Routed clock nets over the placement:
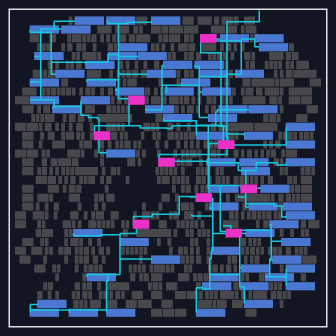
Placed cells, one color a class:
Fill, decap, tap and diode cells in gray.
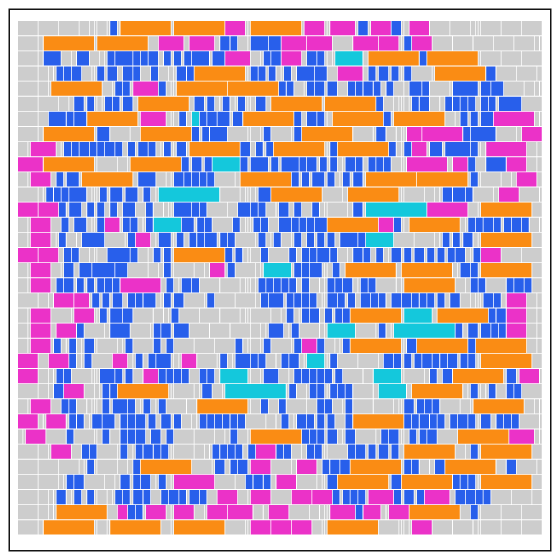
The clock network:
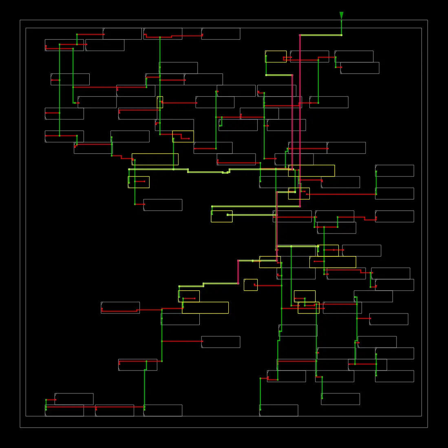
Supply network:
The bar under the picture is 20 um long. Pins as bars on the die edge.
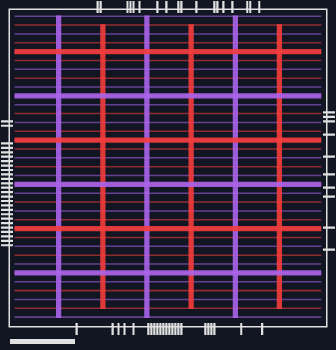
Signal wires by layer:
The bar under the picture is 20 um long. Only two layers are drawn.
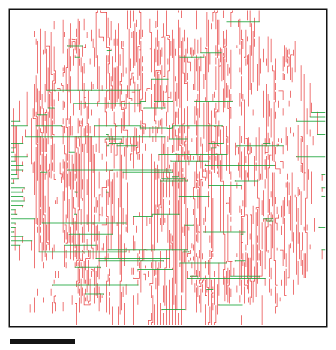
<file path="config.mk">
export PLATFORM = sky130hd
export DESIGN_NAME = ext_pipe
export DESIGN_NICKNAME = d
export VERILOG_FILES = /design/src/rtl/ext_pkg.sv /design/src/rtl/ext_core.sv /design/src/rtl/ext_pipe.sv
export SDC_FILE = /design/constraint.sdc
export NUM_CORES = 1
export LEC_CHECK = 0
export ABC_AREA = 1
export CORE_UTILIZATION = 50
export DETAILED_ROUTE_END_ITERATION = 8
export PLACE_DENSITY = 0.86
export SLEW_MARGIN = 20
export SYNTH_ARGS = -nofsm -noshare
export SYNTH_HDL_FRONTEND = slang
export SYNTH_HIERARCHICAL = 1
export SYNTH_SLANG_ARGS = --single-unit
export TNS_END_PERCENT = 100
</file>
<file path="constraint.sdc">
create_clock -name clk -period 2.5 [get_ports clk]
set_input_delay 0.375 -clock clk [delete_from_list [all_inputs] [get_ports clk]]
set_output_delay 0.375 -clock clk [all_outputs]
set_load 0.03 [all_outputs]
</file>
<file path="src/rtl/ext_pkg.sv">
// ============================================================================
// Module      : ext_pkg
// Description : Op-code constants and op-field width shared by ext_core/ext_pipe.
// Revision    : 1.0 - initial release
// ============================================================================
`default_nettype none

package ext_pkg;

   localparam int OPW = 3;

   localparam logic [OPW-1:0] OP_SEXT = 3'd0;
   localparam logic [OPW-1:0] OP_ZEXT = 3'd1;
   localparam logic [OPW-1:0] OP_HIGH = 3'd2;
   localparam logic [OPW-1:0] OP_LB   = 3'd3;
   localparam logic [OPW-1:0] OP_LBU  = 3'd4;
   localparam logic [OPW-1:0] OP_LH   = 3'd5;
   localparam logic [OPW-1:0] OP_LHU  = 3'd6;
   localparam logic [OPW-1:0] OP_EXT7 = 3'd7;

endpackage

`default_nettype wire

</file>
<file path="src/rtl/ext_core.sv">
// ============================================================================
// Module      : ext_core
// Description : Combinational sign/zero-extend and load-extend datapath.
//               Op 7 is a byte reverse when EXT_BSWAP_EN is defined,
//               otherwise a pass-through.
// Revision    : 1.0 - initial release
// ============================================================================
`default_nettype none

module ext_core
   import ext_pkg::*;
#(
   parameter int IN_W  = 16,
   parameter int OUT_W = 32
) (
   input  logic [OUT_W-1:0]            data_i,
   input  logic [OPW-1:0]              op_i,
   input  logic [$clog2(OUT_W/8)-1:0]  off_i,
   output logic [OUT_W-1:0]            result_o,
   output logic                        err_o
);

   localparam int NB = OUT_W / 8;

   logic [IN_W-1:0]  w_imm;
   logic [15:0]      w_half;
   logic [7:0]       w_byte;
   logic [OUT_W-1:0] w_op7;

   assign w_imm  = data_i[IN_W-1:0];
   // Little-endian byte lanes: byte in_off ends up in bits [7:0].
   assign w_half = 16'(data_i >> {off_i, 3'b000});
   assign w_byte = w_half[7:0];

`ifdef EXT_BSWAP_EN
   for (genvar i = 0; i < NB; i++) begin : g_bswap
      assign w_op7[8*i +: 8] = data_i[8*(NB-1-i) +: 8];
   end
`else
   assign w_op7 = data_i;
`endif

   always_comb begin
      result_o = '0;
      err_o    = 1'b0;
      case (op_i)
         OP_SEXT: result_o = {{(OUT_W-IN_W){w_imm[IN_W-1]}}, w_imm};
         OP_ZEXT: result_o = {{(OUT_W-IN_W){1'b0}}, w_imm};
         OP_HIGH: result_o = {w_imm, {(OUT_W-IN_W){1'b0}}};
         OP_LB:   result_o = {{(OUT_W-8){w_byte[7]}}, w_byte};
         OP_LBU:  result_o = {{(OUT_W-8){1'b0}}, w_byte};
         OP_LH: begin
            if (off_i[0]) err_o = 1'b1;
            else          result_o = {{(OUT_W-16){w_half[15]}}, w_half};
         end
         OP_LHU: begin
            if (off_i[0]) err_o = 1'b1;
            else          result_o = {{(OUT_W-16){1'b0}}, w_half};
         end
         default: result_o = w_op7;
      endcase
   end

endmodule

`default_nettype wire

</file>
<file path="src/rtl/ext_pipe.sv">
// ============================================================================
// Module      : ext_pipe
// Description : Extend unit behind a 2-entry result FIFO with valid/ready
//               handshakes. Optional feature macro: EXT_BSWAP_EN (op 7 BSWAP).
// Revision    : 1.0 - initial release
// ============================================================================
`default_nettype none

module ext_pipe
   import ext_pkg::*;
#(
   parameter int IN_W  = 16,
   parameter int OUT_W = 32
) (
   input  logic                        clk,
   input  logic                        reset_n,
   input  logic                        in_valid,
   output logic                        in_ready,
   input  logic [OUT_W-1:0]            in_data,
   input  logic [OPW-1:0]              in_op,
   input  logic [$clog2(OUT_W/8)-1:0]  in_off,
   input  logic                        flush,
   output logic                        out_valid,
   input  logic                        out_ready,
   output logic [OUT_W-1:0]            out_data,
   output logic                        out_err
);

   logic [OUT_W-1:0]     w_result;
   logic                 w_err;
   logic                 w_push;
   logic                 w_pop;

   logic [1:0][OUT_W:0]  mem_q, mem_d;
   logic                 wr_ptr_q, wr_ptr_d;
   logic                 rd_ptr_q, rd_ptr_d;
   logic [1:0]           count_q, count_d;

   ext_core #(
      .IN_W  (IN_W),
      .OUT_W (OUT_W)
   ) u_core (
      .data_i   (in_data),
      .op_i     (in_op),
      .off_i    (in_off),
      .result_o (w_result),
      .err_o    (w_err)
   );

   // Handshake outputs come only from registered state.
   assign in_ready  = (count_q != 2'd2);
   assign out_valid = (count_q != 2'd0);
   assign {out_err, out_data} = out_valid ? mem_q[rd_ptr_q] : '0;

   assign w_push = in_valid && in_ready && !flush;
   assign w_pop  = out_valid && out_ready && !flush;

   always_comb begin
      mem_d    = mem_q;
      wr_ptr_d = wr_ptr_q;
      rd_ptr_d = rd_ptr_q;
      count_d  = count_q;
      if (flush) begin
         wr_ptr_d = 1'b0;
         rd_ptr_d = 1'b0;
         count_d  = 2'd0;
      end else begin
         if (w_push) begin
            mem_d[wr_ptr_q] = {w_err, w_result};
            wr_ptr_d        = ~wr_ptr_q;
         end
         if (w_pop) begin
            rd_ptr_d = ~rd_ptr_q;
         end
         count_d = count_q + {1'b0, w_push} - {1'b0, w_pop};
      end
   end

   always_ff @(posedge clk or negedge reset_n) begin
      if (!reset_n) begin
         mem_q    <= '0;
         wr_ptr_q <= 1'b0;
         rd_ptr_q <= 1'b0;
         count_q  <= 2'd0;
      end else begin
         mem_q    <= mem_d;
         wr_ptr_q <= wr_ptr_d;
         rd_ptr_q <= rd_ptr_d;
         count_q  <= count_d;
      end
   end

endmodule

`default_nettype wire
</file>
==> Changelog: implementation <==
### Changed

- Status: finished clean
- GR Util met1: 40.0%
- Worst vdd ir: roughly 0.00037 V
- Total half-perimeter wirelength after legalization and detailed placement: roughly 9400 um
- Launch point of the worst reg-to-reg path: count_q[1]$_DFF_PN0_
- Largest registers in the final layout: mem_q: 66 flops, count_q: 2 flops
- Finished Layout Cells: approximately 860
- Fp util: 51.9%
- Fillcell total: roughly 780
- Share of synthesized cell area in and-or and or-and compound cells: approximately a tenth
- Post-synthesis cell type count: 28
- Path category of the worst min-delay check: input pin to asynchronous set/reset pin
- Yosys adder share: less than 1%
- Non-clock buffer share: a little under a fifth
- Chip Area, Yosys: around 4500 um2
- Routed met3 length: ~800 um
- Cells along the critical path: clkinv_1 -> buf_4 -> nand2_1 -> a21oi_1 -> clkdlybuf4s50_1
- Cell type taking the most area: combinational gates
- Number of standard cells after synthesis: ~680
- Met2 wire length: between 6000 and 7000 um
- Number of cells in Yosys stat: 675
- Post-synth regs: 70
- Final standard cell utilization of the core: 65.4%
- Fraction of area in multi-input gates: 39.1%
- Overall Power: 0.00445 W
- Number of synthesized flops with an enable pin: 0
- Footprint of the multi-input gates: 2230 um2
- Cell depth of the worst setup path: 5
- Mux cell area share after synthesis: 0%
- Remaining number of nets flagged by the antenna check after routing: 0
- Number of top-level pins: ~77
- Die y size: ~97 um
- Most frequent cell after synthesis: nand2_1
- Total wirelength of the detailed-routed design: between 10000 and 15000 um
- Part of the power in registers: a little under two fifths
- Cell accounting for the most synthesized area: dfrtp_1
- Quantity of I/O buffers inserted on ports: between 70 and 80
- Data arrival, critical path: 2030 ps
- Fraction of power consumed by the clock network: ~28%
- Transition time at the pin with the least slew margin: 609 ps
- Repair and plain buffers: 95
- P per Cell Area: approximately 800 nW/um2
- Share of async-settable or async-resettable flops after synthesis: 100%
- Total number of yosys warnings: 6
- Reported clock group power: between 0.001 and 0.0015 W
- Tap cells: 108
- Power consumed by combinational cells: about 0.0015 W
- Via density per instance: approximately 5.3
- DRC marker count from the first detailed-route iteration: ~380
- Endpoint of the worst-slack reg-to-reg timing path: count_q[1]$_DFF_PN0_
- Combined buffer and inverter count along the critical path: 3
- Cells resized by post-CTS repair: 1
- Cells on worst reg2reg path: 10
- Congestion Overflow GR: 0
- Total number of clock tree sinks: approximately 70
- Number of multi-input logic gates: approximately 490
- Top FF cell, synth: dfrtp_1
- Setup repair after global routing missed its margin: false
- Final count of pins violating max slew: 0
- TritonCTS buffer count: 9
- M2 GR Usage: ~47%
- Buffer levels on the longest clock path: 2
- Most flop-heavy register: mem_q
## Picture notes: 'routed clock nets over the placement'
legend:
  clock wires:
    color: cyan
    length: 970 um
  flip-flops:
    color: blue
    count: 70
  clock drivers:
    color: magenta
    count: 9
routed clock nets: 10
flops lie: widely spread

## Picture notes: 'placed cells, one color a class'
legend:
  remaining buffers and delay cells:
    color: magenta
    cells: 95
  combinational and other logic:
    color: blue
    cells: 568
  clock drivers and dummy loads:
    color: cyan
    cells: 16
  sequential cells:
    color: orange
    cells: 70

## Picture notes: 'the clock network'
Insertion Delay late pin: 360 ps
Flops: 70

## Picture notes: 'supply network'
legend:
  VSS:
    color: purple
  VDD:
    color: red
signal pins: 77
met1 rails: 35

## Picture notes: 'signal wires by layer'
legend:
  metal 2:
    color: red
    wire_length: 6410 um
  metal 3:
    color: green
    wire_length: 801 um

Power and IR drop assume default switching activity.
